`src/rtl/id_ex_reg_pkg.sv`:
```
// rtl/id_ex_reg_pkg.sv - shared ALU op codes and ID/EX constants
package id_ex_reg_pkg;

  localparam int REG_ADDR_W = 5;
  localparam int TNEW_W     = 2;

  localparam logic [31:0] NOP_INSTR        = 32'h0000_0000;
  localparam logic [31:0] PC_RESET_DEFAULT = 32'h0000_3000;

  typedef enum logic [2:0] {
    ALU_ADD = 3'd0,
    ALU_SUB = 3'd1,
    ALU_AND = 3'd2,
    ALU_OR  = 3'd3,
    ALU_XOR = 3'd4,
    ALU_SLT = 3'd5,
    ALU_SLL = 3'd6,
    ALU_LUI = 3'd7
  } alu_op_e;

endpackage

```
`src/rtl/id_ex_reg_fwd_mux.sv`:
```
// rtl/id_ex_reg_fwd_mux.sv - M/W bypass select for one E-stage operand
module id_ex_reg_fwd_mux
  import id_ex_reg_pkg::*;
#(
  parameter int DATA_W = 32
) (
  input  logic [REG_ADDR_W-1:0] rd_addr,
  input  logic [DATA_W-1:0]     rd_data,
  input  logic                  m_we,
  input  logic [REG_ADDR_W-1:0] m_wr_addr,
  input  logic [DATA_W-1:0]     m_wr_data,
  input  logic                  w_we,
  input  logic [REG_ADDR_W-1:0] w_wr_addr,
  input  logic [DATA_W-1:0]     w_wr_data,
  output logic [DATA_W-1:0]     fwd_data
);

  logic m_hit;
  logic w_hit;

  // $0 is hardwired, so a write to it must never shadow the read value
  always_comb begin
    m_hit = m_we && (m_wr_addr != '0) && (m_wr_addr == rd_addr);
    w_hit = w_we && (w_wr_addr != '0) && (w_wr_addr == rd_addr);
    fwd_data = rd_data;
    if (m_hit) begin
      fwd_data = m_wr_data;
    end else if (w_hit) begin
      fwd_data = w_wr_data;
    end
  end

endmodule

```
`src/rtl/id_ex_reg.sv`:
```
// rtl/id_ex_reg.sv - D->E pipeline register with bubble insertion and E-stage forwarding
module id_ex_reg
  import id_ex_reg_pkg::*;
#(
  parameter int          DATA_W   = 32,
  parameter logic [31:0] PC_RESET = PC_RESET_DEFAULT
) (
  input  logic                  clk,
  input  logic                  reset,
  input  logic                  stall,
  input  logic [31:0]           d_instr,
  input  logic [31:0]           d_pc,
  input  logic [DATA_W-1:0]     d_rs_data,
  input  logic [DATA_W-1:0]     d_rt_data,
  input  logic [DATA_W-1:0]     d_ext_imm,
  input  logic [REG_ADDR_W-1:0] d_rs_addr,
  input  logic [REG_ADDR_W-1:0] d_rt_addr,
  input  logic [REG_ADDR_W-1:0] d_wr_addr,
  input  logic [2:0]            d_alu_op,
  input  logic                  d_alu_src_imm,
  input  logic                  d_mem_we,
  input  logic                  d_mem_to_reg,
  input  logic [TNEW_W-1:0]     d_tnew,
  input  logic [REG_ADDR_W-1:0] m_wr_addr,
  input  logic [DATA_W-1:0]     m_wr_data,
  input  logic                  m_we,
  input  logic [REG_ADDR_W-1:0] w_wr_addr,
  input  logic [DATA_W-1:0]     w_wr_data,
  input  logic                  w_we,
  output logic [31:0]           e_instr,
  output logic [31:0]           e_pc,
  output logic [REG_ADDR_W-1:0] e_rs_addr,
  output logic [REG_ADDR_W-1:0] e_rt_addr,
  output logic [REG_ADDR_W-1:0] e_wr_addr,
  output logic [2:0]            e_alu_op,
  output logic [DATA_W-1:0]     e_src_a,
  output logic [DATA_W-1:0]     e_src_b,
  output logic [DATA_W-1:0]     e_store_data,
  output logic                  e_mem_we,
  output logic                  e_mem_to_reg,
  output logic [TNEW_W-1:0]     e_tnew
);

  logic [31:0]           instr_q, instr_d;
  logic [31:0]           pc_q, pc_d;
  logic [REG_ADDR_W-1:0] rs_addr_q, rs_addr_d;
  logic [REG_ADDR_W-1:0] rt_addr_q, rt_addr_d;
  logic [REG_ADDR_W-1:0] wr_addr_q, wr_addr_d;
  logic [2:0]            alu_op_q, alu_op_d;
  logic [DATA_W-1:0]     rs_data_q, rs_data_d;
  logic [DATA_W-1:0]     rt_data_q, rt_data_d;
  logic [DATA_W-1:0]     ext_imm_q, ext_imm_d;
  logic                  alu_src_imm_q, alu_src_imm_d;
  logic                  mem_we_q, mem_we_d;
  logic                  mem_to_reg_q, mem_to_reg_d;
  logic [TNEW_W-1:0]     tnew_q, tnew_d;

  logic [DATA_W-1:0]     fwd_rs;
  logic [DATA_W-1:0]     fwd_rt;

  always_comb begin
    instr_d       = d_instr;
    pc_d          = d_pc;
    rs_addr_d     = d_rs_addr;
    rt_addr_d     = d_rt_addr;
    wr_addr_d     = d_wr_addr;
    alu_op_d      = d_alu_op;
    rs_data_d     = d_rs_data;
    rt_data_d     = d_rt_data;
    ext_imm_d     = d_ext_imm;
    alu_src_imm_d = d_alu_src_imm;
    mem_we_d      = d_mem_we;
    mem_to_reg_d  = d_mem_to_reg;
    tnew_d        = d_tnew;
    // Bubble keeps the PC so a later exception can still be attributed
    if (stall) begin
      instr_d       = NOP_INSTR;
      rs_addr_d     = '0;
      rt_addr_d     = '0;
      wr_addr_d     = '0;
      alu_op_d      = ALU_ADD;
      rs_data_d     = '0;
      rt_data_d     = '0;
      ext_imm_d     = '0;
      alu_src_imm_d = 1'b0;
      mem_we_d      = 1'b0;
      mem_to_reg_d  = 1'b0;
      tnew_d        = '0;
    end
  end

  always_ff @(posedge clk) begin
    if (reset) begin
      instr_q       <= NOP_INSTR;
      pc_q          <= PC_RESET;
      rs_addr_q     <= '0;
      rt_addr_q     <= '0;
      wr_addr_q     <= '0;
      alu_op_q      <= ALU_ADD;
      rs_data_q     <= '0;
      rt_data_q     <= '0;
      ext_imm_q     <= '0;
      alu_src_imm_q <= 1'b0;
      mem_we_q      <= 1'b0;
      mem_to_reg_q  <= 1'b0;
      tnew_q        <= '0;
    end else begin
      instr_q       <= instr_d;
      pc_q          <= pc_d;
      rs_addr_q     <= rs_addr_d;
      rt_addr_q     <= rt_addr_d;
      wr_addr_q     <= wr_addr_d;
      alu_op_q      <= alu_op_d;
      rs_data_q     <= rs_data_d;
      rt_data_q     <= rt_data_d;
      ext_imm_q     <= ext_imm_d;
      alu_src_imm_q <= alu_src_imm_d;
      mem_we_q      <= mem_we_d;
      mem_to_reg_q  <= mem_to_reg_d;
      tnew_q        <= tnew_d;
    end
  end

  id_ex_reg_fwd_mux #(.DATA_W(DATA_W)) u_fwd_rs (
    .rd_addr   (rs_addr_q),
    .rd_data   (rs_data_q),
    .m_we      (m_we),
    .m_wr_addr (m_wr_addr),
    .m_wr_data (m_wr_data),
    .w_we      (w_we),
    .w_wr_addr (w_wr_addr),
    .w_wr_data (w_wr_data),
    .fwd_data  (fwd_rs)
  );

  id_ex_reg_fwd_mux #(.DATA_W(DATA_W)) u_fwd_rt (
    .rd_addr   (rt_addr_q),
    .rd_data   (rt_data_q),
    .m_we      (m_we),
    .m_wr_addr (m_wr_addr),
    .m_wr_data (m_wr_data),
    .w_we      (w_we),
    .w_wr_addr (w_wr_addr),
    .w_wr_data (w_wr_data),
    .fwd_data  (fwd_rt)
  );

  assign e_instr      = instr_q;
  assign e_pc         = pc_q;
  assign e_rs_addr    = rs_addr_q;
  assign e_rt_addr    = rt_addr_q;
  assign e_wr_addr    = wr_addr_q;
  assign e_alu_op     = alu_op_q;
  assign e_src_a      = fwd_rs;
  assign e_src_b      = alu_src_imm_q ? ext_imm_q : fwd_rt;
  assign e_store_data = fwd_rt;
  assign e_mem_we     = mem_we_q;
  assign e_mem_to_reg = mem_to_reg_q;
  assign e_tnew       = tnew_q;

endmodule

```
`config.mk`:
```
export PLATFORM = sky130hd
export DESIGN_NAME = id_ex_reg
export DESIGN_NICKNAME = d
export VERILOG_FILES = /design/src/rtl/id_ex_reg_pkg.sv /design/src/rtl/id_ex_reg_fwd_mux.sv /design/src/rtl/id_ex_reg.sv
export SDC_FILE = /design/constraint.sdc
export NUM_CORES = 1
export LEC_CHECK = 0
export CORE_AREA = 2 2 173 175
export DETAILED_ROUTE_END_ITERATION = 16
export DIE_AREA = 0 0 175 177
export GPL_ROUTABILITY_DRIVEN = 0
export PLACE_DENSITY = 0.67
export SLEW_MARGIN = 10
export SYNTH_ARGS = -nofsm -noshare
export SYNTH_HDL_FRONTEND = slang
export SYNTH_SLANG_ARGS = --single-unit
```
`constraint.sdc`:
```
create_clock -name clk -period 5.8 [get_ports clk]
set_clock_uncertainty 0.2 [all_clocks]
set_input_delay 1.16 -clock clk [delete_from_list [all_inputs] [get_ports clk]]
set_output_delay 1.16 -clock clk [all_outputs]
set_load 0.02 [all_outputs]
```
==> results.ini, run 1 <==
[outcome]
status=completed

[pwr]
p_leak_nw=4.914
power.density_nw_per_um2=243.3
power_clock_mw=1.18
comb_cell_power_mw=0.596
switching_share=0.2696

[global_route]
grt_pass1_wl_um=40200
grtUsageMet2=0.3015
antenna_found_initial=0
grt_max_degree=65
grt_pass1_vias=6869
grt_util_met3=0.05520
grt_usage=0.1704

[logic_synthesis]
logic_family=simple AND/OR/NAND/NOR gates
fa_ha_area_frac=0
synth-compound-area-share=0.1110
simple_gate_share=0.2226
yosys.cell_types.count=28
synth_flops=183
syn_area_per_cell_sq_um=9.908
yosys_warnings=0
most_common_cell=dfxtp_1
ys_sh_xor=0.02383
synth_area_sq_um=7352
top_cells_by_area=dfxtp_1 50%, and2_1 13%, mux2i_1 8.7%, a221oi_2 6.1%, nor2b_1 2.6%
yosysTopAreaCellShare=0.4983

[final_timing]
setup_viol=0
period_used_share=0.9231
setup_ws_ps=446.0
tns_ps=0
worst_pin_slew_ps=854.5
fin_crit_ps=5354
holdWs_ps=1078
hold_viol_final=0
rsz0062_at_grt=false

[final_layout]
inverters=32
fin_nets=1426
post-route-util=0.4366
regArea_sq_um=3667
nonClkBufAreaFrac=0.3608
fin_cells=1566
insertedDiodeCount=0
layout_top_cells=443 x clkdlybuf4s50_1, 182 x dfxtp_1, 151 x and2_1, 64 x mux2i_1, 36 x nor3_1
largestClassByArea=non-clock buffers
drive_gt1_frac=0.07058
buffers=456
clock_tree_area_fraction=0.04626

[run]
log.warning_count=26

[worst_hold_path]
worstHoldPathType=in2reg
hp-start=d_pc[0]

[route]
drt-total-wl_um=27060
dr.pass1.iters=4
wire_per_inst_um=17.28
wl_met2_um=13630
vias=6680
highest_layer=met4
drcViolationCount=0
dr.first_iter.drc_count=259

[setup_path]
cp-start-kind=input port
path_depth=8
cp_slowest_stage_delay_ps=650
endpoint_kind=primary output
cp_top_family=buffers and inverters
cp.required_ps=4440
cp_slowest_cell=clkdlybuf4s50_1
crit_buf_inv=3
setup.worst_path.class=in2out
crit_path_frequent_cell=clkdlybuf4s50_1

[clock_tree]
clockBufferDepth=2
cts.sinks=183
numCtsBuffers=17
htree_levels=4
clkTransAtPathRegs_ps=80

[placed_design]
numPortBuffers=443
dpl_cell_area_sq_um=12180
place_hpwl_um=21110
preCtsSetupSlack_ps=432.3
dp.cells=1535

[floorplanning]
dieArea_sq_um=30980
io_pins=444
initCoreUtil=0.2514

Fig. 1: run 1, placed cells, one color a class
Fill, decap, tap and diode cells in gray.
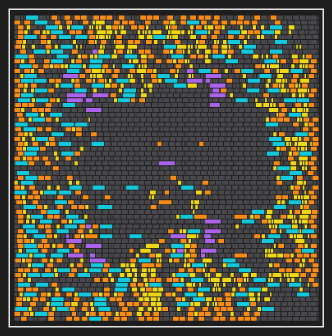
| color | class | cells | share of their area |
|---|---|---|---|
| orange | other buffers and delay cells | 456 | 38% |
| cyan | flip-flops | 183 | 30% |
| purple | clock drivers and dummy loads | 31 | 4.8% |
| yellow | all other logic | 506 | 28% |

Fig. 2: run 1, routed metal, one color a layer
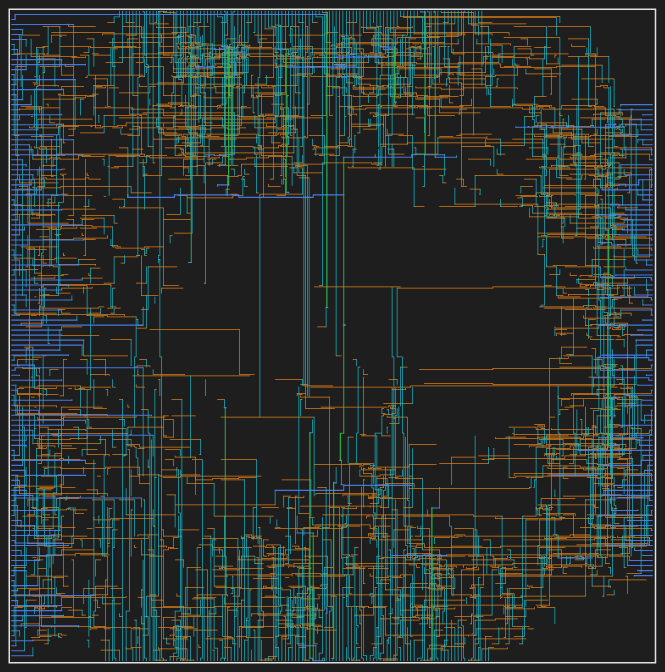
| color | layer | wire length |
|---|---|---|
| blue | met3 | 2160 um |
| orange | met1 | 10500 um |
| green | met4 | 773 um |
| cyan | met2 | 13600 um |

Fig. 3: run 1, placement view
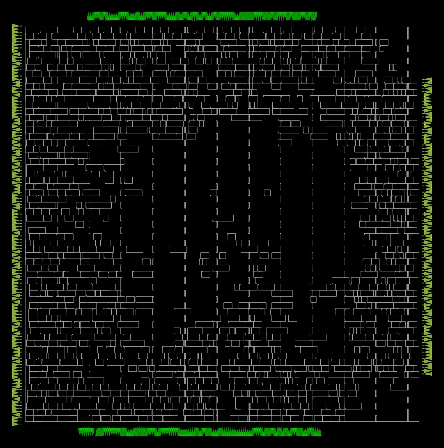
Seq/total area: 0.2872
# Taps: 390
row count: 63
flip-flops: 183

Fig. 4: run 1, cell sizes after repair
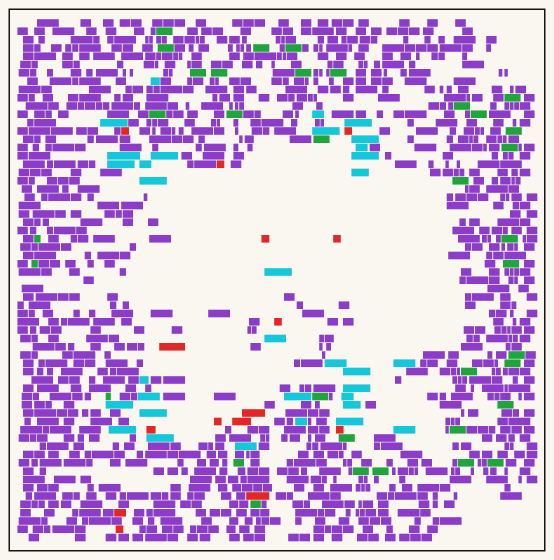

==> run 2: changes to the inputs <==
--- a/config.mk
+++ b/config.mk
@@ -5,11 +5,12 @@
 export SDC_FILE = /design/constraint.sdc
 export NUM_CORES = 1
 export LEC_CHECK = 0
-export CORE_AREA = 2 2 173 175
+export CORE_AREA = 2 2 171 173
+export CTS_BUF_LIST = sky130_fd_sc_hd__clkbuf_8
 export DETAILED_ROUTE_END_ITERATION = 16
-export DIE_AREA = 0 0 175 177
+export DIE_AREA = 0 0 173 175
 export GPL_ROUTABILITY_DRIVEN = 0
-export PLACE_DENSITY = 0.67
+export PLACE_DENSITY = 0.68
 export SLEW_MARGIN = 10
 export SYNTH_ARGS = -nofsm -noshare
 export SYNTH_HDL_FRONTEND = slang
Fig. 5: run 2, cell sizes after repair
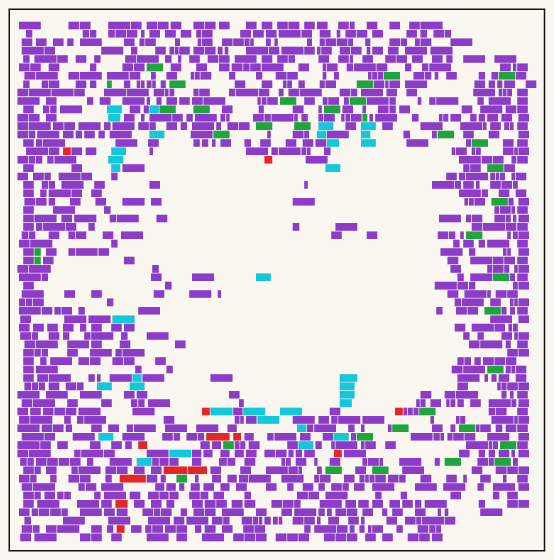
| color | size | cells |
|---|---|---|
| purple | drive 1 or less | 1094 |
| green | drive 2 | 36 |
| red | drive 3 to 4 | 13 |
| cyan | drive 6 and up | 33 |

Fig. 6: run 2, routed metal, one color a layer
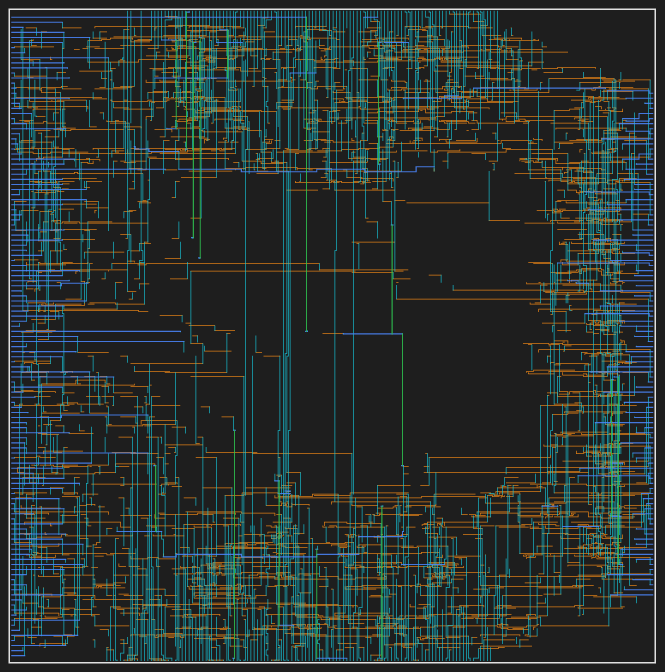
| color | layer | wire length |
|---|---|---|
| blue | met3 | 2310 um |
| green | met4 | 641 um |
| orange | met1 | 9920 um |
| cyan | met2 | 13600 um |

Fig. 7: run 2, placement view
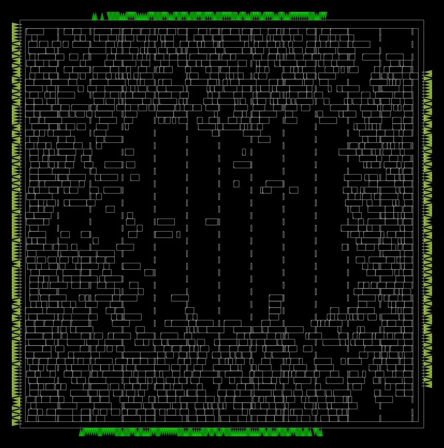
Finished Layout Cells: 1561
Seq/total area: 0.2927
row count: 62
core box area: 28390 sq um

==> run 2 against run 1 <==
  * Clock power shrank 29%
  * Final cell count down 0.32%
  * Critical path depth did not move
  * Die area decreased by 2.3%
  * Routed wire length down 2.0%
  * Global-route usage increased by 0.059 points
  * Largest power group unchanged
==> results.ini, run 2 <==
[outcome]
status=completed

[setup_path]
endpoint_kind=primary output
crit_buf_inv=3  ; unchanged
cp.required_ps=4440  ; about the same
cp_slowest_cell=clkdlybuf4s50_1
cp_slowest_stage_delay_ps=670  ; +20 ps

[logic_synthesis]
top_cells_by_area=dfxtp_1 50%, and2_1 13%, mux2i_1 8.7%, a221oi_2 6.1%, nor2b_1 2.6%
fa_ha_area_frac=0  ; unchanged
ys_sh_xor=0.02383  ; unchanged
logic_family=simple AND/OR/NAND/NOR gates
most_common_cell=dfxtp_1
yosysTopAreaCellShare=0.4983  ; unchanged
synth-compound-area-share=0.1110  ; unchanged
yosys_warnings=0  ; unchanged

[clock_tree]
numCtsBuffers=17  ; unchanged
htree_levels=4  ; unchanged
clockBufferDepth=2  ; unchanged

[route]
wire_per_inst_um=16.98  ; -1.7%
wl_met2_um=13630  ; about the same
drt-total-wl_um=26500  ; -2.0%
dr.pass1.iters=4  ; unchanged

[final_timing]
setup_viol=0  ; unchanged
fin_crit_ps=5278  ; -75.63 ps
worst_pin_slew_ps=656.4  ; -198.1 ps

[global_route]
grt_pass1_wl_um=39550  ; -1.6%
grtUsageMet2=0.3138  ; +0.01229
grt_util_met3=0.07115  ; +0.01595
grt_max_degree=74  ; +14%
antenna_found_initial=1  ; +1
grt_pass1_vias=6749  ; -1.7%

[placed_design]
numPortBuffers=443  ; unchanged
dp.cells=1528  ; -0.46%
preCtsSetupSlack_ps=483.0  ; +50.78 ps

[floorplanning]
dieArea_sq_um=30280  ; -2.3%
tap_cells=384  ; -1.5%

[run]
log.warning_count=26  ; unchanged

[worst_hold_path]
worstHoldPathType=in2reg

[final_layout]
inverters=32  ; unchanged

[pwr]
comb_cell_power_mw=0.594  ; about the same
power.density_nw_per_um2=220.3  ; -9.4%

==> run 3: changes to the inputs <==
--- a/config.mk
+++ b/config.mk
@@ -5,12 +5,14 @@
 export SDC_FILE = /design/constraint.sdc
 export NUM_CORES = 1
 export LEC_CHECK = 0
-export CORE_AREA = 2 2 171 173
+export ABC_AREA = 1
+export CORE_AREA = 2 2 174 176
 export CTS_BUF_LIST = sky130_fd_sc_hd__clkbuf_8
 export DETAILED_ROUTE_END_ITERATION = 16
-export DIE_AREA = 0 0 173 175
+export DIE_AREA = 0 0 176 178
 export GPL_ROUTABILITY_DRIVEN = 0
 export PLACE_DENSITY = 0.68
+export REMOVE_ABC_BUFFERS = 1
 export SLEW_MARGIN = 10
 export SYNTH_ARGS = -nofsm -noshare
 export SYNTH_HDL_FRONTEND = slang
Fig. 8: run 3, cell sizes after repair
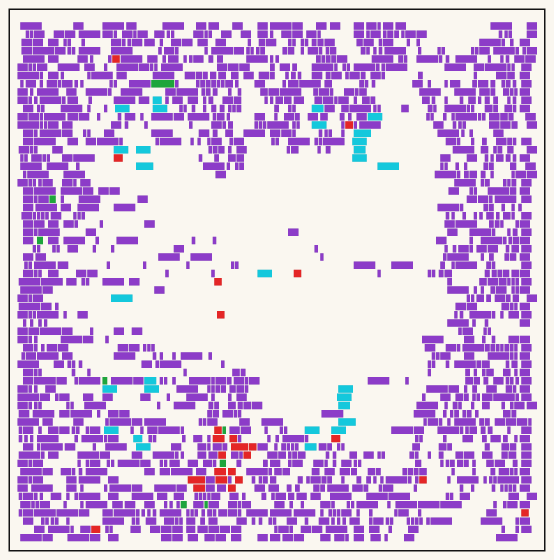
| color | size | cells |
|---|---|---|
| purple | drive 1 or less | 1478 |
| green | drive 2 | 8 |
| cyan | drive 6 and up | 29 |
| red | drive 3 to 4 | 24 |

Fig. 9: run 3, port wiring
The bar under the picture is 50 um long.
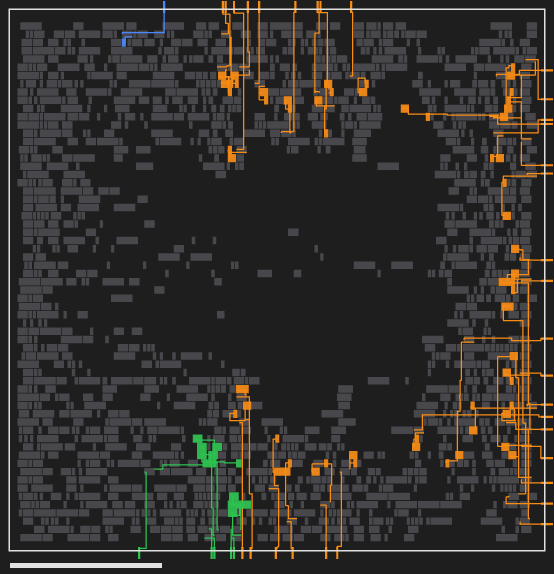
| color | port | bits | direction | edge | end cells | buffers | wire |
|---|---|---|---|---|---|---|---|
| orange | `m_wr_data` | 32 | input | 17 east, 9 north, 6 south | 64 | 32 | 1450 um |
| green | `m_wr_addr` | 5 | input | south | 13 | 5 | 196 um |
| blue | `d_mem_to_reg` | 1 | input | north | 1 | 1 | 26.4 um |

==> run 3 against run 2 <==
  * Die area is 3.5% higher
  * Utilization is 0.089 points higher
  * Highest routed layer unchanged
  * Synthesized cell count is 50% higher
  * Final cell count is 24% higher
  * Critical endpoint is now e_src_b[4]
  * Maximum frequency is 0.42% higher
  * Design area is 3.8% higher
  * Critical path type unchanged
  * Critical path depth is 4 higher
  * Non-clock buffer count is 1 higher
  * Count of clock-buffer cells in the layout stayed put
==> results.ini, run 3 <==
[setup_path]
cp_slowest_stage_delay_ps=620  ; -50 ps
cp_max_fo=14
cp.required_ps=4440  ; about the same
endpoint_kind=primary output
cp_slowest_cell=clkdlybuf4s50_1
cp-endpoint=e_src_b[4]
crit_buf_inv=3  ; unchanged

[route]
dr.pass1.iters=5  ; +1
via_per_inst=4.328
drt-total-wl_um=31170  ; +18%
wl_met2_um=15620  ; +15%
vias=8353
wire_per_inst_um=16.15  ; -4.9%
highest_layer=met4

[placed_design]
dpl_cell_area_sq_um=12610
preCtsSetupSlack_ps=520.8  ; +37.78 ps
dp.cells=1897  ; +24%
numPortBuffers=443  ; unchanged

[run]
log.warning_count=25  ; -3.8%

[clock_tree]
cts_tree=yes
cts.sinks=183
htree_levels=4  ; unchanged
ctsResizeCount=0
numCtsBuffers=17  ; unchanged
clockBufferDepth=2  ; unchanged

[global_route]
grt_max_degree=77  ; +4.1%
grt_pass1_vias=8384  ; +24%
overflow=0
grtUsageMet2=0.3545  ; +0.04066
antenna_found_initial=2  ; +1
grt_util_met3=0.06607  ; -0.005079
grt-busiest-layer=met2
grt_pass1_wl_um=46490  ; +18%

[floorplanning]
tap_cells=390  ; +1.6%
die_width_um=176
core_area_sq_um=29400  ; +3.6%
dieHeight_um=178
io_pins=444
dieArea_sq_um=31330  ; +3.5%
rows=63  ; +1.6%

[logic_synthesis]
synth-compound-area-share=0.0006406  ; -0.1103
ys_sh_xor=0.02018  ; -0.003646
syn_area_per_cell_sq_um=7.032
fa_ha_area_frac=0  ; unchanged
mux_area_frac=0
enable_flop_cells=0
yosys.stat.seqShare=0.4689
logic_family=simple AND/OR/NAND/NOR gates
yosys_warnings=0  ; unchanged
yosysTopAreaCellShare=0.4689  ; -0.02937
top_cells_by_area=dfxtp_1 47%, inv_1 10%, nand2_1 9.8%, nor2_1 9.1%, nand3_1 8.3%
ys_chip_area_sq_um=7812
most_common_cell=inv_1

[final_layout]
logic_gates=649
fillerInstances=2986
insertedDiodeCount=1
fin_cells=1930  ; +24%
nonClkBufAreaFrac=0.3499
drive_gt1_frac=0.03964
inverters=219  ; +580%
buffers=456
area_delta_synth_final_pct=66.43
seq-cell-share=0.2819  ; -0.01081

[final_timing]
fin_crit_ps=5256  ; -22.30 ps
worst_pin_slew_ps=914.4  ; +258.0 ps
setup_ws_ps=544.0
setup_viol=0  ; unchanged

[pwr]
power.density_nw_per_um2=217.5  ; -1.3%
p_leak_nw=6.137
comb_cell_power_mw=0.632  ; +6.4%
switching_power_mw=0.8603
power-top-group=registers

[outcome]
status=completed

[worst_hold_path]
worstHoldPathType=in2reg
worstHoldPathCells=3

Fig. 10: run 3, routed metal, one color a layer
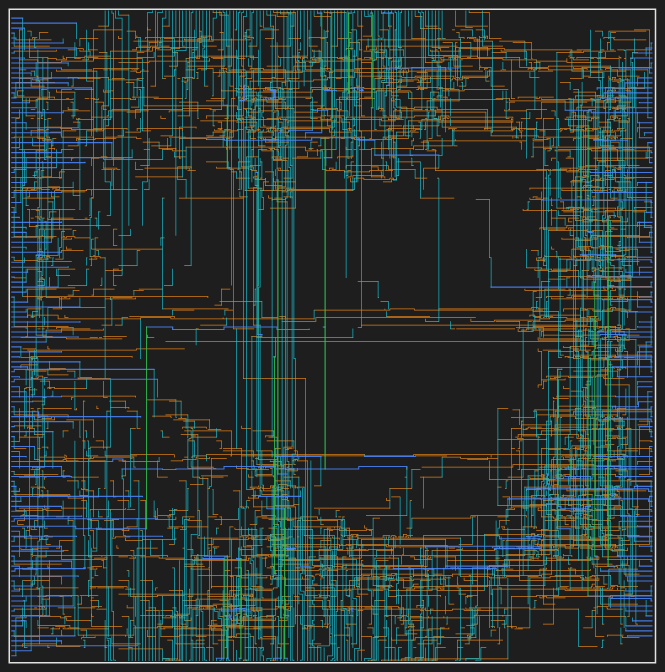
| color | layer | wire length |
|---|---|---|
| blue | met3 | 2770 um |
| cyan | met2 | 15600 um |
| orange | met1 | 11800 um |
| green | met4 | 968 um |

No activity file was given, so power comes from the tool's default toggle rates.
